`src/rtl/input_fifo_sched.sv`:
```
// Sequencer for the CIM input FIFO bank: row-enable programming, round-robin row writes, read bursts.
// Optional INFIFO_SCHED_STATS_EN adds saturating accepted-word and stall counters.
module input_fifo_sched #(
  parameter int ROWS      = 16,
  parameter int DATA_W    = 36,
  parameter int BURST_LEN = 4,
  parameter int BCNT_W    = 3
) (
  input  logic              clk_i,
  input  logic              rst_i,
  input  logic              en_i,
  input  logic              col_en_i,
  input  logic              cfg_wr_i,
  input  logic [ROWS-1:0]   cfg_mask_i,
  output logic              cfg_err_o,
  input  logic              s_valid_i,
  input  logic [DATA_W-1:0] s_data_i,
  output logic              s_ready_o,
  output logic [DATA_W-1:0] fifo_din_o,
  output logic [ROWS-1:0]   fifo_wr_en_o,
  output logic              fifo_reg_en_o,
  output logic [1:0]        fifo_a_reg_o,
  input  logic              fifo_full_i,
  input  logic              fifo_empty_i,
  output logic              fifo_rd_en_o,
  input  logic              cim_ready_i,
  output logic              rd_valid_o,
  output logic              burst_done_o
`ifdef INFIFO_SCHED_STATS_EN
  ,
  output logic [31:0]       stat_words_o,
  output logic [31:0]       stat_stall_o
`endif
);

  localparam int PTR_W = $clog2(ROWS);

  typedef enum logic [1:0] {IDLE, CFG, RUN} state_t;

  state_t            state_q, ret_q;
  logic [ROWS-1:0]   mask_q, pend_mask_q, cfg_mask_q;
  logic [PTR_W-1:0]  ptr_q, ptr_d;
  logic              pend_q, burst_q, done_q, rd_valid_q, cfg_err_q;
  logic [BCNT_W-1:0] bcnt_q;

  logic [ROWS-1:0]   elig, elig_new;
  logic [PTR_W:0]    row_res, nxt_res, new_res;
  logic [PTR_W-1:0]  row_idx, next_from;
  logic              in_cfg, in_run, s_ready, accept;
  logic              rd_en, trunc, last, take, start_burst;

  // First set bit of v at or after from_idx, wrapping; MSB of result is the found flag.
  function automatic logic [PTR_W:0] first_from(input logic [ROWS-1:0] v,
                                                input logic [PTR_W-1:0] from_idx);
    logic [PTR_W:0] res;
    int j;
    res = '0;
    for (int i = ROWS - 1; i >= 0; i--) begin
      j = int'(from_idx) + i;
      if (j >= ROWS) j = j - ROWS;
      if (v[j]) res = {1'b1, PTR_W'(j)};
    end
    return res;
  endfunction

  always_comb begin
    elig     = '0;
    elig_new = '0;
    for (int r = 0; r < ROWS; r++) begin
      elig[r]     = mask_q[r] & (~col_en_i | ((r % 2) == 0));
      elig_new[r] = cfg_mask_q[r] & (~col_en_i | ((r % 2) == 0));
    end
  end

  assign in_cfg    = (state_q == CFG);
  assign in_run    = (state_q == RUN);
  assign row_res   = first_from(elig, ptr_q);
  assign row_idx   = row_res[PTR_W-1:0];
  assign next_from = (row_idx == PTR_W'(ROWS - 1)) ? '0 : row_idx + 1'b1;
  assign nxt_res   = first_from(elig, next_from);
  assign new_res   = first_from(elig_new, '0);

  assign s_ready = in_run & ~fifo_full_i & row_res[PTR_W];
  assign accept  = s_valid_i & s_ready;

  assign rd_en       = burst_q & ~fifo_empty_i;
  assign trunc       = burst_q & fifo_empty_i;
  assign last        = rd_en & (bcnt_q == BCNT_W'(BURST_LEN - 1));
  // A truncating cycle already counts as burst-free so a pending config is not delayed further.
  assign take        = pend_q & ~in_cfg & (~burst_q | trunc);
  assign start_burst = in_run & en_i & ~burst_q & ~fifo_empty_i & cim_ready_i & ~pend_q;

  always_comb begin
    ptr_d = ptr_q;
    if (in_cfg)      ptr_d = new_res[PTR_W] ? new_res[PTR_W-1:0] : '0;
    else if (accept) ptr_d = nxt_res[PTR_W-1:0];
  end

  always_ff @(posedge clk_i or posedge rst_i) begin
    if (rst_i) begin
      state_q     <= IDLE;
      ret_q       <= IDLE;
      mask_q      <= '1;
      pend_mask_q <= '0;
      cfg_mask_q  <= '0;
      ptr_q       <= '0;
      pend_q      <= 1'b0;
      burst_q     <= 1'b0;
      bcnt_q      <= '0;
      done_q      <= 1'b0;
      rd_valid_q  <= 1'b0;
      cfg_err_q   <= 1'b0;
    end else begin
      cfg_err_q  <= cfg_wr_i & (cfg_mask_i == '0);
      rd_valid_q <= rd_en;
      done_q     <= last;
      ptr_q      <= ptr_d;

      if (cfg_wr_i && cfg_mask_i != '0) begin
        pend_q      <= 1'b1;
        pend_mask_q <= cfg_mask_i;
      end else if (take) begin
        pend_q <= 1'b0;
      end

      if (start_burst) begin
        burst_q <= 1'b1;
        bcnt_q  <= '0;
      end else if (trunc) begin
        burst_q <= 1'b0;
      end else if (rd_en) begin
        if (last) burst_q <= 1'b0;
        else      bcnt_q  <= bcnt_q + 1'b1;
      end

      if (take) begin
        ret_q      <= state_q;
        state_q    <= CFG;
        cfg_mask_q <= pend_mask_q;
      end else begin
        case (state_q)
          IDLE: if (en_i) state_q <= RUN;
          CFG: begin
            mask_q  <= cfg_mask_q;
            state_q <= ret_q;
          end
          RUN: if (!en_i && !burst_q) state_q <= IDLE;
          default: state_q <= IDLE;
        endcase
      end
    end
  end

  assign cfg_err_o     = cfg_err_q;
  assign s_ready_o     = s_ready;
  assign fifo_wr_en_o  = accept ? (ROWS'(1) << row_idx) : '0;
  assign fifo_din_o    = in_cfg ? {{(DATA_W - ROWS){1'b0}}, cfg_mask_q}
                                : (accept ? s_data_i : '0);
  assign fifo_reg_en_o = in_cfg;
  assign fifo_a_reg_o  = 2'b00;
  assign fifo_rd_en_o  = rd_en;
  assign rd_valid_o    = rd_valid_q;
  assign burst_done_o  = done_q | trunc;

`ifdef INFIFO_SCHED_STATS_EN
  logic [31:0] stat_words_q, stat_stall_q;

  always_ff @(posedge clk_i or posedge rst_i) begin
    if (rst_i) begin
      stat_words_q <= '0;
      stat_stall_q <= '0;
    end else begin
      if (accept && stat_words_q != '1) stat_words_q <= stat_words_q + 1'b1;
      if (in_run && s_valid_i && !s_ready && stat_stall_q != '1)
        stat_stall_q <= stat_stall_q + 1'b1;
    end
  end

  assign stat_words_o = stat_words_q;
  assign stat_stall_o = stat_stall_q;
`endif

endmodule

```
`config.mk`:
```
export PLATFORM = sky130hd
export DESIGN_NAME = input_fifo_sched
export DESIGN_NICKNAME = d
export VERILOG_FILES = /design/src/rtl/input_fifo_sched.sv
export SDC_FILE = /design/constraint.sdc
export NUM_CORES = 1
export LEC_CHECK = 0
export ABC_AREA = 1
export CAP_MARGIN = 40
export CORE_MARGIN = 2
export CORE_UTILIZATION = 35
export DETAILED_ROUTE_END_ITERATION = 10
export GPL_ROUTABILITY_DRIVEN = 0
export GPL_TIMING_DRIVEN = 0
export PLACE_DENSITY = 0.67
export SETUP_SLACK_MARGIN = 0.05
export SYNTH_ARGS = -nofsm -noshare
export SYNTH_HDL_FRONTEND = slang
export SYNTH_SLANG_ARGS = --single-unit
```
`constraint.sdc`:
```
create_clock -name clk_i -period 7.65 [get_ports clk_i]
set_input_delay 1.53 -clock clk_i [delete_from_list [all_inputs] [get_ports clk_i]]
set_output_delay 1.53 -clock clk_i [all_outputs]
set_load 0.005 [all_outputs]
```
layers.png
Drawn at 2 px/µm.
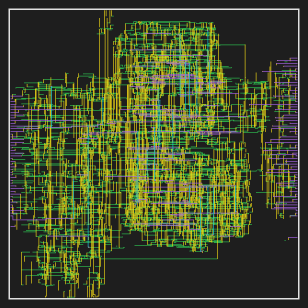
Key: M3 = purple [wire length 1,930 µm]; M4 = cyan [wire length 509 µm]; M1 = green [wire length 9,550 µm]; M2 = yellow [wire length 10,000 µm]
all-layer global routing usage: 0.2099
WL/cell: 14.00 µm
via count: 7,921

==> impl_metrics.py <==
# Metrics from the implementation run
metrics = {
    "logic_synthesis": {
        "yosys-top-cells-area": "nand2_1, dfrtp_1, nand3_1, inv_1, dfstp_2",
        "ff_type": "dfrtp_1",
        "avgSynthCellArea_um2": 5.856,
        "synth.area.mux_share": 0.01805,
        "top_cell_area_share": 0.2330,
        "synthArstFlopShare": 1.000,
        "syn_area_mm2": 0.006863,
        "synth_cells": 1172,
        "postSynthSeqShare": 0.2363,
        "yosysWarningCount": 0,
        "synth-xor-area-share": 0.02716,
        "common_cells": "nand2_1, nand3_1, inv_1",
    },
    "finish": {
        "ff_latch_area_mm2": 0.001622,
        "layout.nonclk_buf_frac": 0.1665,
        "final.signal_inverter_count": 146,
        "fin_cells": 1573,
        "drive_gt1_frac": 0.09258,
        "buffers": 162,
        "syn_to_final_growth_pct": 27.38,
        "sh_comb_area": 0.5104,
        "seq_share": 0.1855,
        "n_antenna_cell": 1,
    },
    "grt": {
        "antenna_found_initial": 1,
        "use_met2": 0.3644,
        "grt_use_met1": 0.2662,
        "use_met3": 0.03212,
        "grt_pass1_vias": 7142,
    },
    "placed_design": {
        "place_ws_ns": -0.09512,
        "postPlaceCellArea_mm2": 0.008399,
        "dp_hpwl_um": 17610,
        "dpl.cell_count": 1557,
    },
    "setup_path": {
        "cp.required_ns": 6.12,
        "crit_end": "fifo_wr_en_o[15]",
        "cp-end-kind": "primary output",
        "ff2ff_setup_slack_ns": 0.64,
        "slowest_stage": "clkdlybuf4s50_1",
        "worst-path-buf-inv": 9,
        "cp.depth": 30,
        "r2r_cells": 52,
        "critical_path_class": "reg -> out",
        "critPathArrivalTime_ns": 5.59,
    },
    "sta": {
        "period_used_share": 0.9304,
        "fin_hold_ws_ns": 0.4703,
        "tns_ns": 0,
        "fin_crit_ns": 7.117,
        "rsz0062_at_grt": "no",
        "clock.fmax_ghz": 0.1405,
    },
    "hold_path": {
        "hold_path_end": "pend_mask_q[7]$_DFFE_PP0P_",
        "whs_path_depth": 2,
    },
    "clock_network": {
        "clock-sinks": 64,
        "cts_root_buffer": "clkbuf_16",
        "h-tree-depth": 3,
        "cts_hold_buf": 0,
        "cts_max_path_buffers": 2,
    },
    "floorplanning": {
        "die_area_mm2": 0.02074,
        "num_tap_cells": 265,
        "core_mm2": 0.01933,
    },
    "run": {
        "warnings": 40,
        "drv_cap": 0,
    },
    "detailed_routing": {
        "top_layer_used": "met4",
        "drt-initial-drc-count": 595,
        "wl_met1_um": 9549,
    },
    "outcome": {
        "status": "finished, final reports clean",
    },
}
clock_nets.png
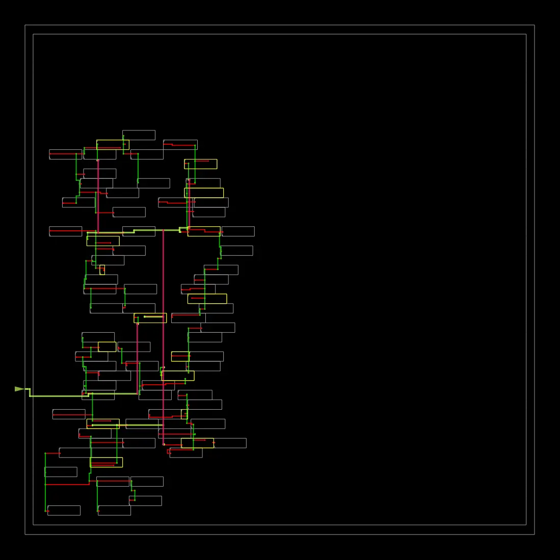
CTS buffer count: 9
final-layout clock buffer total: 12

-- layout by cell type (no fill, tap or decap), drive strengths merged, types with 24 or more instances in the layout --
| cell | count |
|---|---|
| clkdlybuf4s50 | 117 |
| inv | 145 |
| dfrtp | 48 |
| nand3 | 174 |
| buf | 24 |
| o21ai | 45 |
| nand2 | 444 |
| nor2 | 90 |
| a21oi | 77 |
| clkbuf | 32 |
-- registers in the layout (all words and copies together) (netlist names) --
signal,count
pend_q,1
done_q,1
bcnt_q,3
ret_q,2
rd_valid_o,1
cfg_mask_q,16
state_q,2
ptr_q,4
burst_q,1
pend_mask_q,16
mask_q,16
cfg_err_o,1
